### Met2 routing

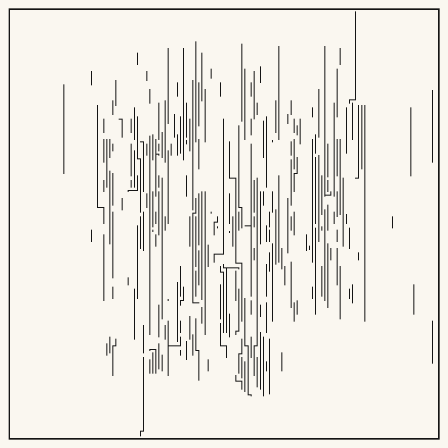
### The metal 1 layer

Scale bar: 20 um. Supply wires on this layer in gray.
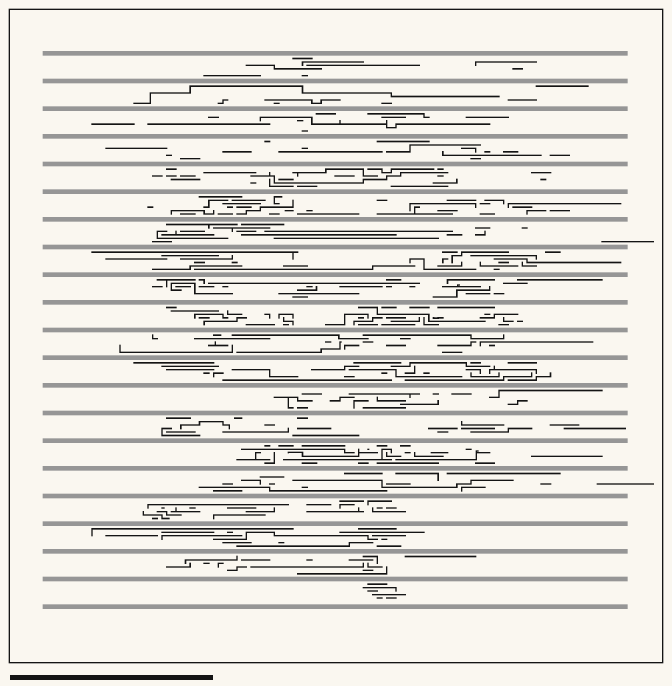
### Clock nets

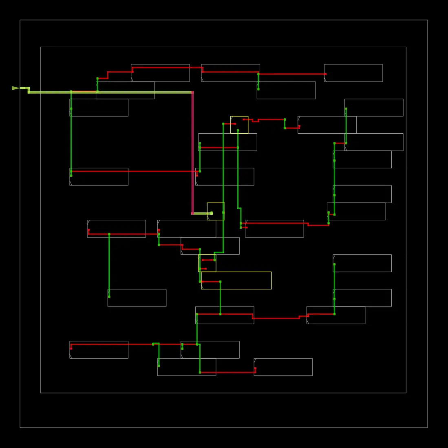
### Selected gate families

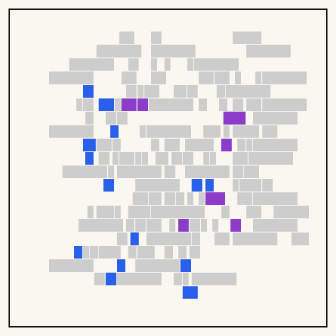
### Signal wires on met3

Scale bar: 20 um.
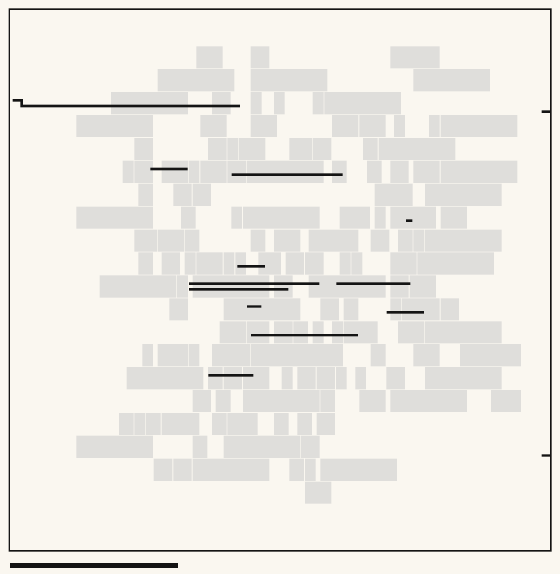
**src/rtl/divider_pkg.sv**
```systemverilog
// Shared timing constants for the clock-divider family and the DIV legality rule.
// Every timing block derives its default division ratio from CLK_HZ / OUT_HZ here.
package divider_pkg;

    localparam int CLK_HZ      = 100_000_000;
    localparam int OUT_HZ      = 1;
    localparam int DIV_DEFAULT = CLK_HZ / OUT_HZ;

    // A 50 % duty output needs an even ratio of at least one CLK per phase.
    function automatic bit div_is_legal(input int div);
        return (div >= 2) && ((div % 2) == 0);
    endfunction

endpackage

```
**src/rtl/divider.sv**
```systemverilog
// Divide CLK by DIV: secCLK is a flop-driven 50 % square wave, and tick pulses for one CLK
// as secCLK rises. EN stalls the counter. Constrain as generated clock: CLK / DIV.
module divider
    import divider_pkg::*;
#(
    parameter int DIV   = DIV_DEFAULT,
    parameter int CNT_W = $clog2(DIV / 2)
) (
    input  logic CLK,
    input  logic RESET_N,
    input  logic EN,
    output logic secCLK,
    output logic tick
);

    // DIV=2 gives a zero-width half-period counter; keep one bit so the flop is legal.
    localparam int              CW   = (CNT_W < 1) ? 1 : CNT_W;
    localparam logic [CW-1:0]   LAST = CW'(DIV / 2 - 1);

    if (!div_is_legal(DIV)) begin : g_bad_div
        $error("divider: DIV=%0d must be even and >= 2", DIV);
    end

    if (CNT_W < $clog2(DIV / 2)) begin : g_bad_cnt_w
        $error("divider: CNT_W=%0d too narrow for DIV=%0d", CNT_W, DIV);
    end

    logic [CW-1:0] cnt;
    logic          wrap;

    assign wrap = EN && (cnt == LAST);

    always_ff @(posedge CLK or negedge RESET_N) begin
        if (!RESET_N) begin
            cnt <= '0;
        end else if (EN) begin
            cnt <= (cnt == LAST) ? '0 : cnt + CW'(1);
        end
    end

    // tick is set on the same edge that raises secCLK, so it overlaps secCLK's first high cycle.
    always_ff @(posedge CLK or negedge RESET_N) begin
        if (!RESET_N) begin
            secCLK <= 1'b0;
            tick   <= 1'b0;
        end else begin
            tick <= wrap && !secCLK;
            if (wrap) begin
                secCLK <= ~secCLK;
            end
        end
    end

endmodule

```
**config.mk**
```make
export PLATFORM = sky130hd
export DESIGN_NAME = divider
export DESIGN_NICKNAME = d
export VERILOG_FILES = /design/src/rtl/divider_pkg.sv /design/src/rtl/divider.sv
export SDC_FILE = /design/constraint.sdc
export NUM_CORES = 1
export LEC_CHECK = 0
export ABC_CLOCK_PERIOD_IN_PS = 3500
export CAP_MARGIN = 10
export CORE_MARGIN = 3
export CORE_UTILIZATION = 43
export CTS_CLUSTER_DIAMETER = 40
export DETAILED_ROUTE_END_ITERATION = 10
export DONT_BUFFER_PORTS = 1
export SYNTH_ARGS = -nofsm -noshare
export SYNTH_HDL_FRONTEND = slang
export SYNTH_SLANG_ARGS = --single-unit
```
**constraint.sdc**
```tcl
create_clock -name CLK -period 3.5 [get_ports CLK]
set_input_delay 0.525 -clock CLK [delete_from_list [all_inputs] [get_ports CLK]]
set_output_delay 0.525 -clock CLK [all_outputs]
set_load 0.1 [all_outputs]
```
==> impl_metrics.tcl <==
# yosys + openroad results
set metrics [dict create \
    seqPwrFrac 0.578 \
    worstPathMaxFanout 10 \
    grt_start_max_net_pins 29 \
    cts_tree "done" \
    comb_power_share 0.110 \
    ys_sh_adder 0.0172 \
    r2r_cells 5 \
    top_cell "dfrtp_1" \
    die_y_um 64.1 \
    fillCellCount 289 \
    die_area_um2 4110 \
    buf_share 0.0192 \
    cts.path.max_buffers 2 \
    worst_setup_path_start_kind "flip-flop" \
    finalCriticalPeriod_ns 1.95 \
    clk_share 0.0337 \
    synthAoiAreaFrac 0.0595 \
    r2r-start "cnt[0]$_DFFE_PN0P_" \
    seq_area_um2 701 \
    wl_met3_um 107 \
    slowest_stage "and3_1" \
    path_buffers 0 \
    layout_top_cells "dfrtp_1 (28), nand4_1 (14), nand3_1 (13), nor2_1 (13)" \
    clock_tree.root_cell "clkbuf_4" \
    nNonClkInverters 4 \
    drive_above_1_share 0.103 \
    hold_ws_ns 0.265 \
    holdCritPathClass "in2reg" \
    synth.distinct_cells 36 \
    hold_start "EN" \
    common_cells "dfrtp_1 (28), nand4_1 (14), nand3_1 (13), nor2_1 (13)" \
    hold_end "cnt[12]$_DFFE_PN0P_" \
    tightest_slew_ns 0.985 \
    largest_reg_flops 26 \
    end_kind "flip-flop" \
    sh_comb_area 0.454 \
    timing.slew.headroom 0.344 \
    met3_usage 0.0211 \
    comb_area_um2 708 \
    cts_buffers 3 \
    overflow 0 \
    pwr_density_cell_nw_per_um2 447 \
    pg_comb_mw 0.0764 \
    syn_area_um2 1450 \
    comb_cells 107 \
    buffers 2 \
    edf_count 0 \
    postRouteAntennaNets 0 \
    ys_cells 143 \
    antenna_found_initial 0 \
    drv_cap 0 \
    wl_per_cell_um 15.6 \
    grt_pass1_wl_mm 5.04 \
    post_cts_resized 0 \
    yosysWarnings 0 \
    rr_endpoint "secCLK$_DFFE_PN0P_" \
    sh_seq_area 0.449 \
    simple_gate_share 0.284 \
    grt_pass1_vias 1055 \
    crit_end "secCLK$_DFFE_PN0P_" \
    synth_top_area_share 0.483 \
    finalWeightedCongestion 0.768 \
    area_growth_pct 7.59 \
    ys_sh_mux 0.0138 \
    p_sw_frac 0.274 \
    final_util 0.499 \
    htreeDepth 1 \
    powerSeq_mw 0.403 \
    grt_usage 0.156 \
    path_class "reg2reg" \
    largest_class "multi-input combinational cells" \
    port-buffer-count 0 \
    layout.cells.non_filler 189 \
    synthXorXnorAreaFrac 0.114 \
    highest_layer "met4" \
    drc 0 \
    fp-row-count 20 \
    wl_met1_mm 1.42 \
    dpl.hpwl_mm 1.98 \
    slew_violations 0 \
    status "finished, final reports clean" \
    regMostFlops "cnt" \
    flops 28 \
    grt_setup_unrepaired "false" \
    syn_area_per_cell_um2 10.1 \
    fp_util 0.464 \
    layout_top_cell "dfrtp_1" \
    yosys_most_used_dff "dfrtp_1" \
    internal_power_mw 0.507 \
    slowest_delay_ns 0.50 \
    hold_buffers 2 \
    well_tap_count 44 \
    finalHoldViolCount 0 \
    total_leakage_power_nw 0.711 \
    vias_per_cell 5.77 \
    postSynthSeqShare 0.483 \
    cp_top_family "simple AND/OR/NAND/NOR gates" \
    hold_depth 1 \
    reg_top3 "cnt (26), secCLK (1), tick (1)" \
    synthTopLogicFamily "simple AND/OR/NAND/NOR gates" \
    wl_met2_mm 1.40 \
    drt-initial-drc-count 76 \
    post_cts_buffers 0 \
    cp.required_ns 3.71 \
    fin_ws_ns 1.55 \
    finalPower_mw 0.697 \
    ys_top_cells_by_area "dfrtp_1 (48%), nand4_1 (6.0%), xor2_1 (6.0%), nand3_1 (4.5%), xnor2_1 (4.2%)" \
    cp.arrival_ns 2.17 \
    insertedDiodeCount 0 \
    path_depth 5 \
    ir_drop_uv 193 \
    busiest_layer "met2" \
    ys_chip_area_um2 1450 \
    powerClk_mw 0.218 \
    period_used_share 0.558 \
    yosysTopAreaCell "dfrtp_1" \
    setup_tns_ns 0 \
    clk_pin_slew_worst_paths_ns 0.17 \
    synthesis.nets 148 \
    async_flop_share 1.00 \
    max_freq_mhz 512 \
    warnings 27 \
    synth_flops 28 \
    final_area_um2 1560 \
    dpl_cell_area_um2 1480 \
    finalSetupViolCount 0 \
    top_power_group "sequential cells" \
    cp_cell_sequence "ha_1, nand3_1, nor3_1, and3_1, xor2_2" \
    place_ws_ns 1.59 \
    synth_cells 143 \
    p_clk_frac 0.313 \
    first_pass_iters 4 \
    power_switching_mw 0.191 \
    place_inst 183 \
    final_nets 151 \
    rrSetupSlack_ns 1.55 \
    clock_latency_ns 0.34 \
    ios 5 \
    die_w_um 64.1 \
]
About 'Met2 routing':
nets with wire on the layer: 126
wire length on this layer: 1400 um
longest straight run: 32.3 um
share of all routed wire: 47%
main direction: vertical
vias: 1091
drt total wl: 2.96 mm
GRT met2 Usage: 0.244

About 'The metal 1 layer':
wire length on this layer: 1420 um
share of all routed wire: 48%
nets with wire on the layer: 140
main direction: horizontal
longest straight run: 20.7 um
GR Layer Usage met1: 0.222

About 'Clock nets':
CLK BUF: 3
Num Clock Sinks: 28
clk_skew: 0.0121 ns

About 'Selected gate families':
| family | color | cells |
|---|---|---|
| and/or cells | purple | 7 |
| aoi and oai cells | blue | 14 |

About 'Signal wires on met3':
share of all routed wire: 3.6%
main direction: horizontal

